### Routed metal per tile, run 1

The bar under the picture is 20 um long. 15 x 15 tiles, from dark blue (low) to red (high), scaled to the fullest tile. Values are wire area over tile area, all layers added.
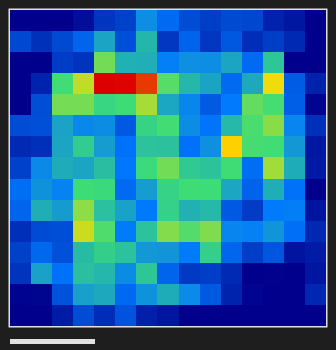
### Metal 3, run 1

The bar under the picture is 20 um long.
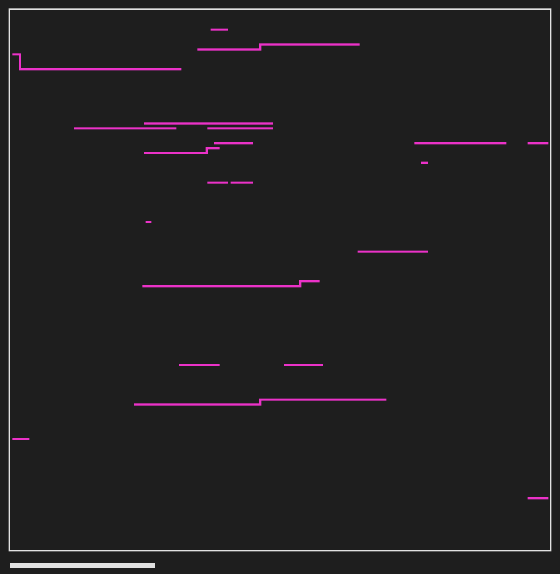
### Cells colored by class, run 1

Fill, decap, tap and diode cells in gray.
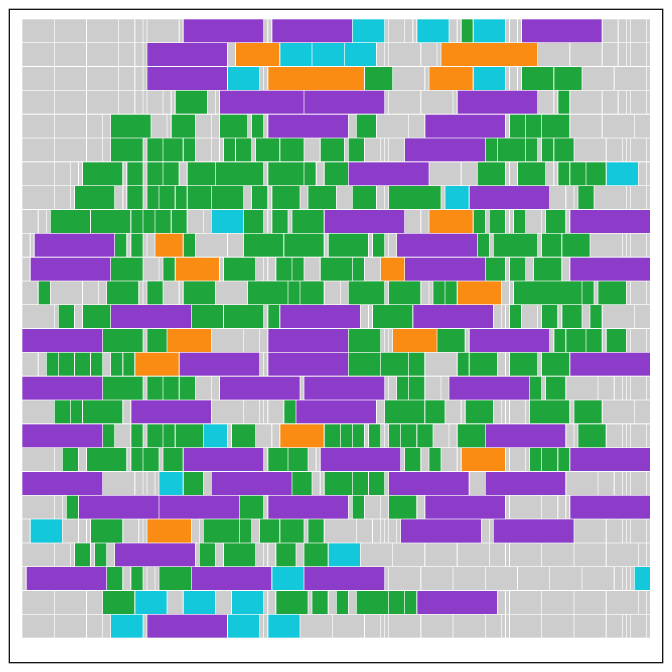
--- src/rtl/seg_display_pkg.sv ---
// Shared types and segment constants for the two-digit seven-segment driver.
// Segment vectors are active-low, bit order {g,f,e,d,c,b,a}.
package seg_display_pkg;

  typedef enum logic [1:0] {
    ST_IDLE,
    ST_CONVERT,
    ST_DONE
  } conv_state_e;

  localparam int BCD_ITERS = 7;

  localparam logic [6:0] SEG_BLANK = 7'b1111111;
  localparam logic [6:0] SEG_DASH  = 7'b0111111;

  localparam logic [6:0] SEG_0 = 7'b1000000;
  localparam logic [6:0] SEG_1 = 7'b1111001;
  localparam logic [6:0] SEG_2 = 7'b0100100;
  localparam logic [6:0] SEG_3 = 7'b0110000;
  localparam logic [6:0] SEG_4 = 7'b0011001;
  localparam logic [6:0] SEG_5 = 7'b0010010;
  localparam logic [6:0] SEG_6 = 7'b0000010;
  localparam logic [6:0] SEG_7 = 7'b1111000;
  localparam logic [6:0] SEG_8 = 7'b0000000;
  localparam logic [6:0] SEG_9 = 7'b0010000;

  function automatic logic [6:0] seg_decode(input logic [3:0] d);
    logic [6:0] s;
    case (d)
      4'd0:    s = SEG_0;
      4'd1:    s = SEG_1;
      4'd2:    s = SEG_2;
      4'd3:    s = SEG_3;
      4'd4:    s = SEG_4;
      4'd5:    s = SEG_5;
      4'd6:    s = SEG_6;
      4'd7:    s = SEG_7;
      4'd8:    s = SEG_8;
      4'd9:    s = SEG_9;
      default: s = SEG_BLANK;
    endcase
    return s;
  endfunction

  function automatic logic [3:0] dabble_adj(input logic [3:0] n);
    return (n >= 4'd5) ? n + 4'd3 : n;
  endfunction

  // One double-dabble iteration on {tens, ones, binary}: adjust nibbles, then shift.
  function automatic logic [14:0] dabble_step(input logic [14:0] s);
    logic [14:0] t;
    t = {dabble_adj(s[14:11]), dabble_adj(s[10:7]), s[6:0]};
    return {t[13:0], 1'b0};
  endfunction

endpackage

--- src/rtl/seg_display_driver_if.sv ---
// Load/status/display bundle of the seven-segment driver; master drives value strobes.
interface seg_display_driver_if;
  logic [6:0] value;
  logic       value_valid;
  logic       busy;
  logic       overrange;
  logic [6:0] seg;
  logic [1:0] an;

  modport master (
    output value, value_valid,
    input  busy, overrange, seg, an
  );

  modport slave (
    input  value, value_valid,
    output busy, overrange, seg, an
  );
endinterface

--- src/rtl/bin2bcd_seq.sv ---
// Sequential 7-bit binary to two-digit BCD converter (double dabble), 8 cycles busy.
// Strobes are only accepted in IDLE; anything arriving while busy is dropped.
module bin2bcd_seq
  import seg_display_pkg::*;
(
  input  logic       clk,
  input  logic       reset,
  input  logic [6:0] value,
  input  logic       value_valid,
  output logic [3:0] tens,
  output logic [3:0] ones,
  output logic       busy,
  output logic       done,
  output logic       ovr
);

  conv_state_e state_q;
  logic [14:0] sr_q;
  logic [2:0]  iter_q;
  logic        busy_q;
  logic        done_q;
  logic        ovr_q;

  always_ff @(posedge clk or negedge reset) begin
    if (!reset) begin
      state_q <= ST_IDLE;
      sr_q    <= '0;
      iter_q  <= '0;
      busy_q  <= 1'b0;
      done_q  <= 1'b0;
      ovr_q   <= 1'b0;
    end else begin
      case (state_q)
        ST_IDLE: begin
          if (value_valid) begin
            sr_q    <= {8'h00, value};
            iter_q  <= '0;
            busy_q  <= 1'b1;
            ovr_q   <= (value > 7'd99);
            state_q <= ST_CONVERT;
          end
        end
        ST_CONVERT: begin
          sr_q   <= dabble_step(sr_q);
          iter_q <= iter_q + 3'd1;
          if (iter_q == 3'(BCD_ITERS - 1)) begin
            done_q  <= 1'b1;
            state_q <= ST_DONE;
          end
        end
        ST_DONE: begin
          busy_q  <= 1'b0;
          done_q  <= 1'b0;
          state_q <= ST_IDLE;
        end
        default: state_q <= ST_IDLE;
      endcase
    end
  end

  // Only meaningful while done is high; the top latches them on that edge.
  assign tens = sr_q[14:11];
  assign ones = sr_q[10:7];
  assign busy = busy_q;
  assign done = done_q;
  assign ovr  = ovr_q;

endmodule

--- src/rtl/seg_display_driver.sv ---
// Two-digit multiplexed seven-segment driver: value strobe -> BCD -> display registers -> scan.
// Display updates 8 cycles after an accepted strobe; SEG_DISPLAY_LEADING_ZERO_BLANK_EN blanks a zero tens digit.
module seg_display_driver
  import seg_display_pkg::*;
#(
  parameter int REFRESH_DIV = 100_000
) (
  input  logic                 clk,
  input  logic                 reset,
  seg_display_driver_if.slave  bus
);

  localparam int CNT_W = (REFRESH_DIV > 1) ? $clog2(REFRESH_DIV) : 1;

  logic [3:0]       conv_tens;
  logic [3:0]       conv_ones;
  logic             conv_busy;
  logic             conv_done;
  logic             conv_ovr;

  logic [3:0]       tens_q, tens_d;
  logic [3:0]       ones_q, ones_d;
  logic             ovr_q, ovr_d;
  logic [CNT_W-1:0] cnt_q, cnt_d;
  logic             digit_q, digit_d;
  logic [6:0]       seg_q, seg_d;

  bin2bcd_seq u_bin2bcd (
    .clk         (clk),
    .reset       (reset),
    .value       (bus.value),
    .value_valid (bus.value_valid),
    .tens        (conv_tens),
    .ones        (conv_ones),
    .busy        (conv_busy),
    .done        (conv_done),
    .ovr         (conv_ovr)
  );

  function automatic logic [6:0] slot_seg(input logic dig, input logic [3:0] t,
                                          input logic [3:0] o, input logic ov);
    logic [6:0] s;
    if (ov) begin
      s = SEG_DASH;
    end else if (dig) begin
`ifdef SEG_DISPLAY_LEADING_ZERO_BLANK_EN
      s = (t == 4'd0) ? SEG_BLANK : seg_decode(t);
`else
      s = seg_decode(t);
`endif
    end else begin
      s = seg_decode(o);
    end
    return s;
  endfunction

  always_comb begin
    tens_d  = tens_q;
    ones_d  = ones_q;
    ovr_d   = ovr_q;
    cnt_d   = cnt_q + CNT_W'(1);
    digit_d = digit_q;
    if (conv_done) begin
      tens_d = conv_tens;
      ones_d = conv_ones;
      ovr_d  = conv_ovr;
    end
    if (cnt_q == CNT_W'(REFRESH_DIV - 1)) begin
      cnt_d   = '0;
      digit_d = ~digit_q;
    end
    // Decode from next-state values so seg and an switch on the same edge.
    seg_d = slot_seg(digit_d, tens_d, ones_d, ovr_d);
  end

  always_ff @(posedge clk or negedge reset) begin
    if (!reset) begin
      tens_q  <= '0;
      ones_q  <= '0;
      ovr_q   <= 1'b0;
      cnt_q   <= '0;
      digit_q <= 1'b0;
      seg_q   <= SEG_0;
    end else begin
      tens_q  <= tens_d;
      ones_q  <= ones_d;
      ovr_q   <= ovr_d;
      cnt_q   <= cnt_d;
      digit_q <= digit_d;
      seg_q   <= seg_d;
    end
  end

  assign bus.busy      = conv_busy;
  assign bus.overrange = ovr_q;
  assign bus.seg       = seg_q;
  assign bus.an        = digit_q ? 2'b01 : 2'b10;

endmodule

--- src/flat_wrapper.sv ---
// flat-port wrapper written by rule: the top's interface ports become plain ports
module seg_display_driver_flat import seg_display_pkg::*;
#(
  parameter int REFRESH_DIV = 100_000
)
  (clk, reset, bus_value, bus_value_valid, bus_busy, bus_overrange, bus_seg, bus_an);
  seg_display_driver_if bus_i ();
  input  logic clk;
  input  logic reset;
  input wire logic [$bits(bus_i.value)-1:0] bus_value;
  input wire logic [$bits(bus_i.value_valid)-1:0] bus_value_valid;
  output wire logic [$bits(bus_i.busy)-1:0] bus_busy;
  output wire logic [$bits(bus_i.overrange)-1:0] bus_overrange;
  output wire logic [$bits(bus_i.seg)-1:0] bus_seg;
  output wire logic [$bits(bus_i.an)-1:0] bus_an;
  assign bus_i.value = bus_value;
  assign bus_i.value_valid = bus_value_valid;
  assign bus_busy = bus_i.busy;
  assign bus_overrange = bus_i.overrange;
  assign bus_seg = bus_i.seg;
  assign bus_an = bus_i.an;
  seg_display_driver #(.REFRESH_DIV(REFRESH_DIV)) u_core (.clk(clk), .reset(reset), .bus(bus_i));
endmodule
--- config.mk ---
export PLATFORM = sky130hd
export DESIGN_NAME = seg_display_driver_flat
export DESIGN_NICKNAME = d
export VERILOG_FILES = /design/src/rtl/seg_display_pkg.sv /design/src/rtl/seg_display_driver_if.sv /design/src/rtl/bin2bcd_seq.sv /design/src/rtl/seg_display_driver.sv /design/src/flat_wrapper.sv
export SDC_FILE = /design/constraint.sdc
export NUM_CORES = 1
export LEC_CHECK = 0
export CORE_UTILIZATION = 55
export CTS_CLUSTER_DIAMETER = 40
export DETAILED_ROUTE_END_ITERATION = 10
export PLACE_DENSITY = 0.81
export SLEW_MARGIN = 20
export SYNTH_ARGS = -nofsm -noshare
export SYNTH_HDL_FRONTEND = slang
export SYNTH_SLANG_ARGS = --single-unit
--- constraint.sdc ---
create_clock -name clk -period 3.2 [get_ports clk]
set_input_delay 0.48 -clock clk [delete_from_list [all_inputs] [get_ports clk]]
set_output_delay 0.48 -clock clk [all_outputs]
set_load 0.01 [all_outputs]
==> flow_summary.json, run 1 <==
{
  "cts_tree": "yes",
  "ys.flop_type": "dfrtp_1",
  "detail_route.vias_per_cell": 5.57,
  "clk_pin_slew_ps": 70,
  "yosys_warnings": 0,
  "post_cts_buffers": 0,
  "cts_root_buf": "clkbuf_8",
  "p_leak_nw": 1.59,
  "critPathTopFamily": "simple AND/OR/NAND/NOR gates",
  "die_h_um": 74.5,
  "top_area_cell": "dfrtp_1",
  "netSwitchingPower_mw": 1.12,
  "compound_area_share_pct": 12.7,
  "relSlewSlack_pct": 37.5,
  "holdBufCountCts": 0,
  "path_buffers": 1,
  "dp.cells": 360,
  "drc": 0,
  "start_kind": "flip-flop",
  "cp_num_cells": 6,
  "overflow": 0,
  "ctsHtreeMaxLevel": 3,
  "fmax_mhz": 405,
  "ys_top_cells_by_area": "dfrtp_1, ha_1, mux2i_1, o21ai_0, nand2_1",
  "core-area_sq_mm": 0.00507,
  "fp_util_pct": 56.9,
  "p_int_mw": 1.98,
  "area_growth_pct": 17.2,
  "antenna_found_initial": 0,
  "comb_power_share_pct": 40.2,
  "syn_nets": 301,
  "cp_slowest_cell": "or4b_4",
  "crit_required_ps": 3440,
  "netlist_area_sq_mm": 0.00289,
  "grt_pass1_wl_um": 9620,
  "core.rowCount": 26,
  "r2r_cells": 6,
  "crit_arrival_ps": 2710,
  "cts_resized": 0,
  "status": "finished, final reports clean",
  "hold_violations": 0,
  "drt_iter0_drc": 101,
  "grt_pass1_vias": 2051,
  "ff_latch_area_sq_mm": 0.00143,
  "syn_inst": 274,
  "ant_nets": 0,
  "cp-end-kind": "flip-flop",
  "worstSetupPathType": "flip-flop to flip-flop",
  "warnings": 37,
  "min_period_ps": 2470,
  "tns_ps": 0,
  "grt_max_degree": 32,
  "nNetsFinal": 328,
  "hpwl_um": 3880,
  "lay_top_count": "dfrtp_1",
  "ys_seq_share_pct": 49.4,
  "dr.pass1.iters": 4,
  "cts.sinks": 57,
  "cap_violations": 0,
  "chip_area_sq_mm": 0.00554,
  "synth_cell_types": 47,
  "lay_top_cells": "dfrtp_1, nand2_1, o21ai_0, nor2_1, clkdlybuf4s50_1",
  "ys_cells": 274,
  "ys.flops": 57,
  "p_seq_share_pct": 35.3
}
Notes on 'Routed metal per tile' above:
emptiest ninth of the die: south-east
tiles over half the peak: 14%
nearly empty tiles: 13%
mean over tiles: 0.16
fullest tile: 0.59
total wire length: 5590 um
detailed-route wire length per cell: 14.9 um

Notes on 'Metal 3' above:
wire length on this layer: 211 um
nets with wire on the layer: 15
share of all routed wire: 3.8%
M3 GR Usage: 5.96%
Vias: 2088

Notes on 'Cells colored by class' above:
| color | class | cells | share of their area |
|---|---|---|---|
| cyan | other buffers and delay cells | 23 | 6.6% |
| purple | flops | 57 | 43% |
| green | all other logic | 210 | 43% |
| orange | clock drivers and dummy loads | 15 | 6.9% |

## run 1: per-stage QoR
step                      area, sq um  power, mW
final                            3380       3.10
after global placement           3160       2.29
after CTS                        3380       3.12
after detailed placement         3160       2.34
after global routing             3380       3.35
after floorplan                  2890       1.98
## run 1: flip-flops by register name, indices dropped and copies added, names as in the netlist
signal / cells
u_core.u_bin2bcd.sr_q: 15
u_core.u_bin2bcd.busy: 1
u_core.digit_q: 1
u_core.bus.overrange: 1
u_core.u_bin2bcd.state_q: 2
u_core.cnt_q: 17
u_core.u_bin2bcd.iter_q: 3
u_core.u_bin2bcd.ovr: 1
u_core.ones_q: 4
u_core.tens_q: 4
u_core.bus.seg: 7
u_core.u_bin2bcd.done: 1
## run 1: logic make-up after synthesis
logic type / count (synthesis)
XOR/XNOR: 19
buffers and inverters: 22
adder cells (fa/ha/maj): 17
AND-OR/OR-AND: 57
multiplexers: 18
flip-flops: 57
AND/OR/NAND/NOR: 84
## run 1: cells in the mapped netlist, types with 6 or more instances
| cell | number |
|---|---|
| dfrtp_1 | 56 |
| nand2_1 | 26 |
| o21ai_0 | 23 |
| nor2_1 | 20 |
| ha_1 | 17 |
| mux2i_1 | 16 |
| inv_1 | 14 |
| a21oi_1 | 10 |
| nand3_1 | 10 |
| xnor2_1 | 10 |
| xor2_1 | 8 |
| nand2b_1 | 6 |
## run 1: power groups by stage
| stage | Combinational, mW | Clock, mW | Sequential, mW |
|---|---|---|---|
| final | 1.24 | 0.760 | 1.09 |
| after global routing | 1.42 | 0.807 | 1.12 |
| after CTS | 1.25 | 0.777 | 1.09 |
| after detailed placement | 1.24 | 0 | 1.10 |
| after global placement | 1.19 | 0 | 1.10 |
| after floorplan | 0.897 | 0 | 1.08 |
## run 1: cell type report
cell class / instances / area share [%]
Clock inverter: 4 / 2.26
Clock buffer: 11 / 4.47
Tap cell: 70 / 2.59
Inverter: 15 / 1.81
Multi-Input combinational cell: 195 / 40.2
Sequential cell: 57 / 42.2
Timing Repair Buffer: 23 / 6.43
## run 1: final timing paths
kind                                       endpoint                     start  slack, ps
setup / recovery                  u_core.bus.seg[1]           u_core.cnt_q[6]        730
hold / removal                     u_core.cnt_q[16]                     reset        160
setup reg to reg                  u_core.bus.seg[1]           u_core.cnt_q[6]        730
hold reg to reg            u_core.u_bin2bcd.sr_q[4]  u_core.u_bin2bcd.sr_q[4]        480
max in group asynchronous          u_core.ones_q[1]                     reset       2210
min in group clk           u_core.u_bin2bcd.sr_q[4]  u_core.u_bin2bcd.sr_q[4]        480
## run 1: layer usage
| metal | global-route usage [%] | wire [um] | share of wire, % | vias up |
|---|---|---|---|---|
| met5 | 0 | 0 | 0 | - |
| met4 | 11.1 | 99 | 1.8 | 0 |
| met3 | 5.96 | 211 | 3.8 | 9 |
| met2 | 39.0 | 2860 | 51 | 33 |
| met1 | 29.3 | 2410 | 43 | 1034 |
| li1 | - | - | - | 1012 |
### Clock wiring as the flow saved it, run 1

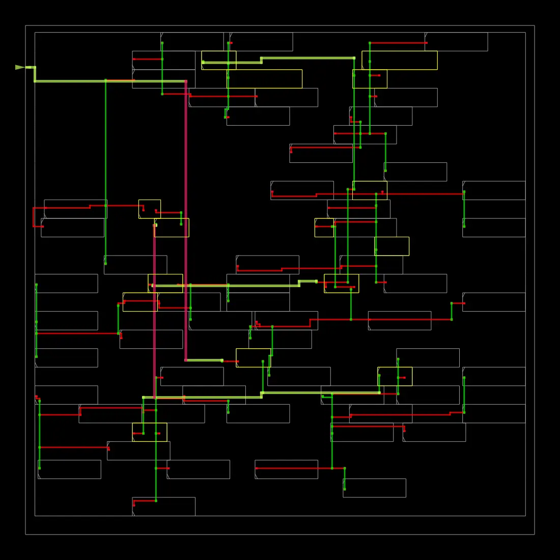

--- run 2 (diff from run 1) ---
--- a/config.mk
+++ b/config.mk
@@ -5,7 +5,7 @@
 export SDC_FILE = /design/constraint.sdc
 export NUM_CORES = 1
 export LEC_CHECK = 0
-export CORE_UTILIZATION = 55
+export CORE_UTILIZATION = 52
 export CTS_CLUSTER_DIAMETER = 40
 export DETAILED_ROUTE_END_ITERATION = 10
 export PLACE_DENSITY = 0.81
==> constraint.sdc (replaced) <==
create_clock -name clk -period 2.15 [get_ports clk]
set_input_delay 0.3225 -clock clk [delete_from_list [all_inputs] [get_ports clk]]
set_output_delay 0.3225 -clock clk [all_outputs]
set_load 0.01 [all_outputs]
### Clock wiring as the flow saved it, run 2

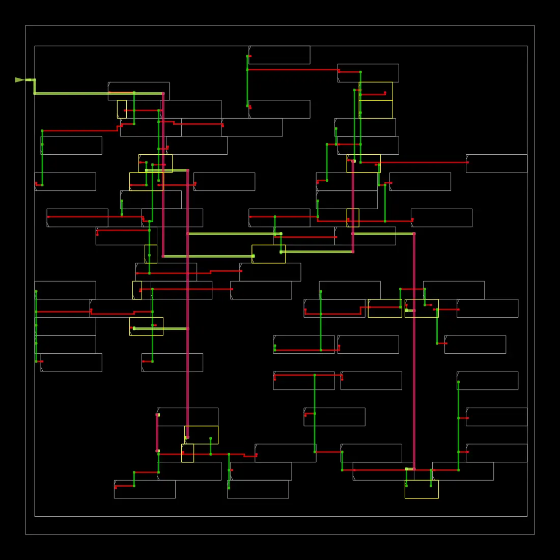
Clk Latency, worst-skew pair: 330 ps
Seq cells: 57
Num CTS Buffers: 9
Clock Skew: 5.67 ps

### Cells colored by class, run 2

Fill, decap, tap and diode cells in gray.
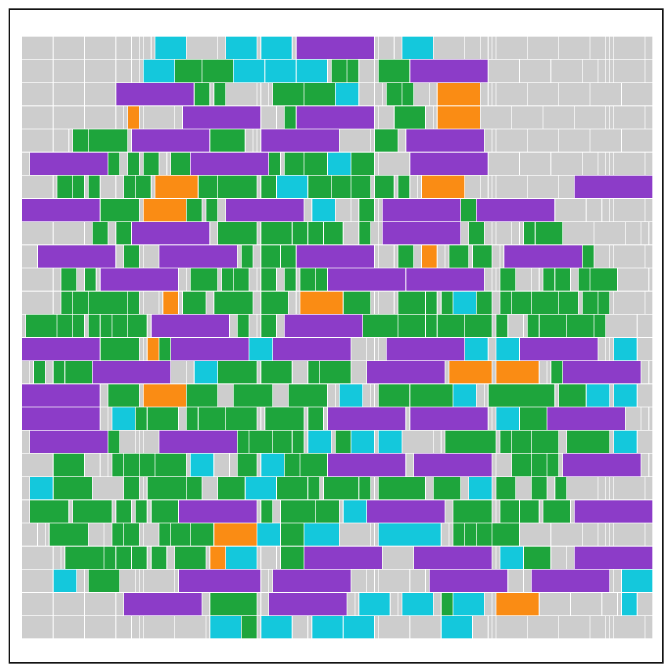
| color | class | cells | share of their area |
|---|---|---|---|
| purple | flops | 57 | 41% |
| green | all other logic | 210 | 41% |
| cyan | other buffers and delay cells | 50 | 13% |
| orange | clock drivers and dummy loads | 16 | 5.0% |

==> flow_summary.json, run 2 <==
{
  "wl_um": 5750,
  "wl_per_cell_um": 14.3,
  "drt_iter0_drc": 95,
  "compound_area_share_pct": 12.7,
  "crit_required_ps": 2400,
  "ys_seq_share_pct": 49.4,
  "warnings": 40,
  "hold_violations": 0,
  "syn_inst": 274,
  "netlist_area_sq_mm": 0.00289,
  "r2r_cells": 6,
  "ys.flops": 57,
  "crit_path_end": "u_core.bus.seg[1]",
  "cts_tree": "yes",
  "crit_arrival_ps": 2390,
  "chip_area_sq_mm": 0.00586,
  "antenna_found_initial": 0,
  "synthTopCellsByCount": "dfrtp_1, nand2_1, o21ai_0",
  "dr.pass1.iters": 4,
  "num_vias": 2201,
  "fp_util_pct": 55.1,
  "cp-end-kind": "flip-flop",
  "die_h_um": 76.5,
  "hpwl_um": 4150,
  "dp.cells": 383,
  "detail_route.vias_per_cell": 5.46,
  "area_growth_pct": 23.6,
  "top_area_cell": "dfrtp_1",
  "ys_top_cells_by_area": "dfrtp_1, ha_1, mux2i_1, o21ai_0, nand2_1",
  "drc": 0,
  "grt_max_degree": 34,
  "clk_pin_slew_ps": 60,
  "lay_top_count": "dfrtp_1",
  "synth_cell_types": 47,
  "reg2reg_from": "u_core.cnt_q[13]",
  "core.rowCount": 26,
  "yosys_warnings": 0,
  "largest_register_ff_count": 17,
  "ctsHtreeMaxLevel": 3,
  "status": "finished, final reports clean",
  "cp-startpoint": "u_core.cnt_q[13]",
  "cts_root_buf": "clkbuf_8",
  "overflow": 0,
  "ant_nets": 0,
  "lay_top_cells": "dfrtp_1, buf_4, nand2_1, o21ai_0, nor2_1",
  "fmax_mhz": 467,
  "ys.flop_type": "dfrtp_1",
  "relSlewSlack_pct": 60.3,
  "regMostFlops": "u_core.cnt_q",
  "synth_dominant_cell_count": "dfrtp_1",
  "cts.sinks": 57,
  "cap_violations": 0,
  "core-area_sq_mm": 0.00524,
  "ys_cells": 274,
  "start_kind": "flip-flop",
  "p_leak_nw": 1.71,
  "worstSetupPathType": "flip-flop to flip-flop"
}
### Met1 routing, run 2

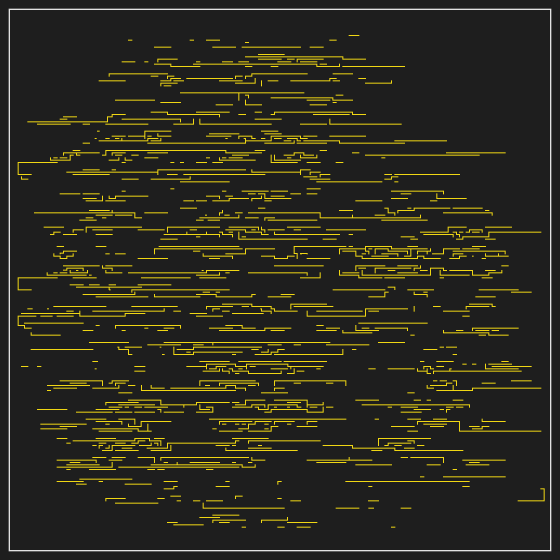
wire length on this layer: 2590 um
nets with wire on the layer: 328
longest straight run: 23.5 um
share of all routed wire: 45%
main direction: horizontal

run 2: logic make-up after synthesis:
kind of cell               Yosys count
AOI/OAI and AO/OA                   57
xor gates and xnor gates            19
adders and majority gates           17
buffers and inverters               22
DFF                                 57
muxes                               18
and+or+nand+nor                     84
run 2: power by group:
| part | switching [mW] | internal, mW |
|---|---|---|
| logic | 1.09 | 0.961 |
| registers | 0.226 | 1.41 |
| clock network | 0.403 | 0.475 |
run 2: how the worst min path moves through the flow:
stage / startpoint / end / slack [ps] / depth (start not counted)
after floorplan: reset / u_core.bus.overrange / 30 / 0
after global placement: reset / u_core.cnt_q[2] / 350 / 1
after detailed placement: reset / u_core.cnt_q[2] / 360 / 1
after CTS: u_core.cnt_q[0] / u_core.cnt_q[0] / 480 / 1
after global routing: u_core.cnt_q[0] / u_core.cnt_q[0] / 520 / 1
final: u_core.cnt_q[0] / u_core.cnt_q[0] / 480 / 1
run 2: worst max-delay path, cell delays in order, from the launching register on:
cell	delay [ps]
dfrtp_1	380
or4b_4	550
nor4_4	360
xnor2_2	220
clkinv_4	110
or3_4	370
o211ai_1	80
run 2: metrics by stage:
| stage | power [mW] | util, % | setup WS (ps) | instance area, sq um | hold slack (ps) |
|---|---|---|---|---|---|
| after CTS | 4.55 | 67.8 | -1.70 | 3550 | 481 |
| after global routing | 4.93 | 68.2 | -76.0 | 3570 | 520 |
| final | 4.56 | 68.2 | 10.6 | 3570 | 476 |
| after global placement | 3.56 | 63.9 | 3.55 | 3350 | 351 |
| after floorplan | 2.95 | - | -232 | 2900 | 26.9 |
| after detailed placement | 3.65 | 63.9 | -10.7 | 3350 | 360 |
run 2: repair_timing:
action                                 in CTS  in global routing
setup endpoints to repair                   3                  7
endpoints found under the hold margin      11                  0
pin swaps                                   5                  5
resized                                     1                  2
hold buffers                                1                  0
buffers inserted                            2                  1
run 2: per-layer routing:
metal | part of all wire, % | global-route usage, % | vias up
met4 | 2.5 | 11.5 | 0
met5 | 0 | 0 | -
met3 | 3.8 | 3.95 | 18
met1 | 45 | 28.7 | 1073
met2 | 49 | 35.0 | 44
li1 | - | - | 1066
run 2: final cells by class:
cell class | count | area [sq um] | area share (%)
inverters | 15 | 61.3 | 1.72
clock buffers | 13 | 159 | 4.45
flip-flops and latches | 57 | 1430 | 40.0
multi-input cells | 195 | 1380 | 38.7
well taps | 70 | 87.6 | 2.45
repair buffers | 50 | 439 | 12.3
clock inverters | 3 | 15.0 | 0.421
--- run 3 (diff from run 2) ---
--- a/config.mk
+++ b/config.mk
@@ -7,6 +7,7 @@
 export LEC_CHECK = 0
 export CORE_UTILIZATION = 52
 export CTS_CLUSTER_DIAMETER = 40
+export CTS_CLUSTER_SIZE = 12
 export DETAILED_ROUTE_END_ITERATION = 10
 export PLACE_DENSITY = 0.81
 export SLEW_MARGIN = 20
### Metal 3, run 3

The bar under the picture is 20 um long.
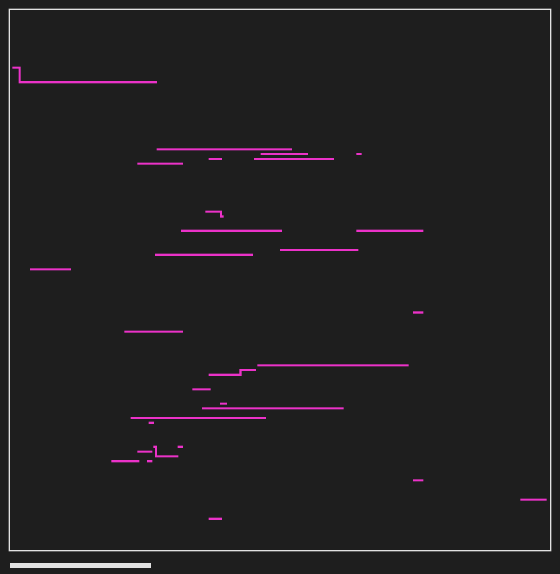
nets with wire on the layer: 17
main direction: horizontal
share of all routed wire: 3.8%

### Routed metal per tile, run 3

The bar under the picture is 20 um long. 15 x 15 tiles, from dark blue (low) to red (high), scaled to the fullest tile. Values are wire area over tile area, all layers added.
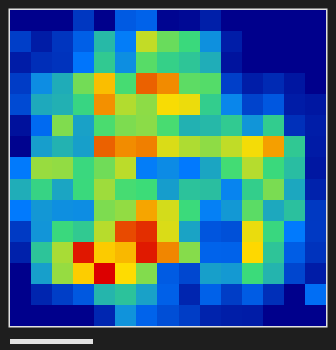
densest ninth of the die: center
mean over tiles: 0.16
fullest tile: 0.45
emptiest ninth of the die: north-east

### Met1 routing, run 3

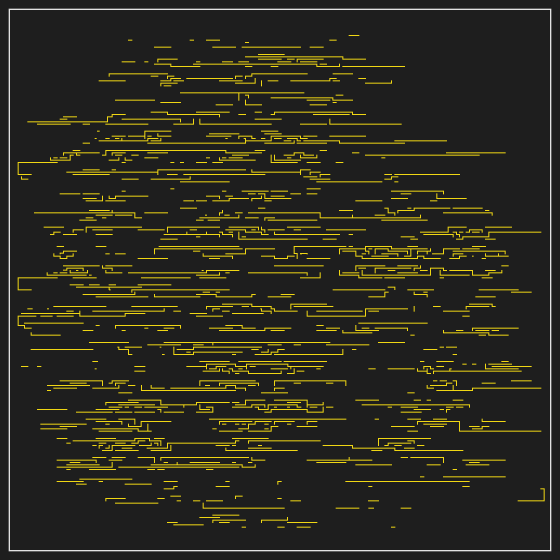
main direction: horizontal
nets with wire on the layer: 328
wire length on this layer: 2590 um
longest straight run: 23.5 um
share of all routed wire: 45%
GRT met1 Usage: 28.7%
total wire length: 5750 um
Vias: 2201

==> flow_summary.json, run 3 <==
{
  "ys.flops": 57,
  "min_period_ps": 2140,
  "overflow": 0,
  "cts.sinks": 57,
  "p_int_mw": 2.84,
  "ys_cells": 274,
  "start_kind": "flip-flop",
  "regMostFlops": "u_core.cnt_q",
  "fp_util_pct": 55.1,
  "grt_max_degree": 34,
  "dr.pass1.iters": 4,
  "worstSetupPathType": "flip-flop to flip-flop",
  "die_h_um": 76.5,
  "cap_violations": 0,
  "lay_top_count": "dfrtp_1",
  "reg2reg_from": "u_core.cnt_q[13]",
  "area_growth_pct": 23.6,
  "crit_arrival_ps": 2390,
  "hold_violations": 0,
  "insertion_delay_ps": 330,
  "chip_area_sq_mm": 0.00586,
  "wl_per_cell_um": 14.3,
  "grt_pass1_vias": 2254,
  "cp-end-kind": "flip-flop",
  "drt_iter0_drc": 95,
  "ant_nets": 0,
  "fin_skew_ps": 5.67,
  "antenna_found_initial": 0,
  "grt_pass1_wl_um": 10100,
  "nNetsFinal": 355,
  "holdPathStages": 1,
  "hp-start": "u_core.cnt_q[0]",
  "finalHoldWorstSlack_ps": 476,
  "synth_cell_types": 47,
  "hpwl_um": 4150,
  "tns_ps": 0,
  "crit_required_ps": 2400,
  "synth_dominant_cell_count": "dfrtp_1",
  "clk_pin_slew_ps": 60,
  "core-area_sq_mm": 0.00524,
  "status": "finished, final reports clean",
  "largest_register_ff_count": 17,
  "p_seq_share_pct": 35.8,
  "fmax_mhz": 467
}
[run 3: cell counts after synthesis]
No cell type changed its count.
[run 3: layout make-up]
cell class                 count  area [sq um]  share of cell area, %
clock buffer                  13           159                   4.45
clock inverter                 3          15.0                  0.421
inverter                      15          61.3                   1.72
multi-input combinational    195          1380                   38.7
sequential                    57          1430                   40.0
tap                           70          87.6                   2.45
timing repair buffer          50           439                   12.3
[run 3: worst max-delay path, cell delays in order, from the launching register on]
cell and delay (ps):
dfrtp_1 380, or4b_4 550, nor4_4 360, xnor2_2 220, clkinv_4 110, or3_4 370
o211ai_1 80
[run 3: worst max-delay path by stage]
stage                           startpoint           endpoint  slack [ps]  depth (start not counted)
after floorplan           u_core.cnt_q[12]  u_core.bus.seg[1]        -230                          6
after CTS                 u_core.cnt_q[11]  u_core.bus.seg[1]          -2                          6
after global placement    u_core.cnt_q[14]  u_core.bus.seg[2]           4                          6
after detailed placement  u_core.cnt_q[14]  u_core.bus.seg[2]         -10                          6
after global routing      u_core.cnt_q[13]  u_core.bus.seg[1]         -80                          6
final                     u_core.cnt_q[13]  u_core.bus.seg[1]          10                          6
[run 3: metal layers]
metal  up-vias  GRT usage [%]  wire (um)
met4         0           11.5        142
li1       1066              -          -
met5         -              0          0
met2        44           35.0       2800
met1      1073           28.7       2590
met3        18           3.95        218
[run 3: kinds of logic after synthesis]
family | after synthesis | share of synthesized area [%]
mux | 18 | 6.33
buf+inv | 22 | 3.42
simple gates | 84 | 14.7
flops | 57 | 49.4
xor+xnor | 19 | 6.02
compound gates | 57 | 12.7
fa+ha+maj | 17 | 7.37
[run 3: timing repair]
item | in CTS | in global routing
endpoints found under the hold margin | 11 | 0
gates resized | 1 | 2
hold buffers | 1 | 0
setup endpoints to repair | 3 | 7
setup buffers | 2 | 1
cloned | 0 | 0
pin swaps | 5 | 5
[run 3: power by group through the flow]
stage | logic, mW | clock network [mW] | registers (mW)
after CTS | 2.02 | 0.899 | 1.63
after detailed placement | 2.01 | 0 | 1.64
after floorplan | 1.35 | 0 | 1.61
after global routing | 2.31 | 0.949 | 1.67
after global placement | 1.93 | 0 | 1.63
final | 2.05 | 0.878 | 1.63
[run 3: per-stage QoR]
| step | area, sq um | utilization [%] | instances |
|---|---|---|---|
| 2_1_floorplan | 2900 | - | 274 |
| 3_3_place_gp | 3350 | 63.9 | 383 |
| 3_5_place_dp | 3350 | 63.9 | 383 |
| 4_1_cts | 3550 | 67.8 | 402 |
| 5_1_grt | 3570 | 68.2 | 403 |
| 6_report | 3570 | 68.2 | 403 |
Power and IR drop assume default switching activity.
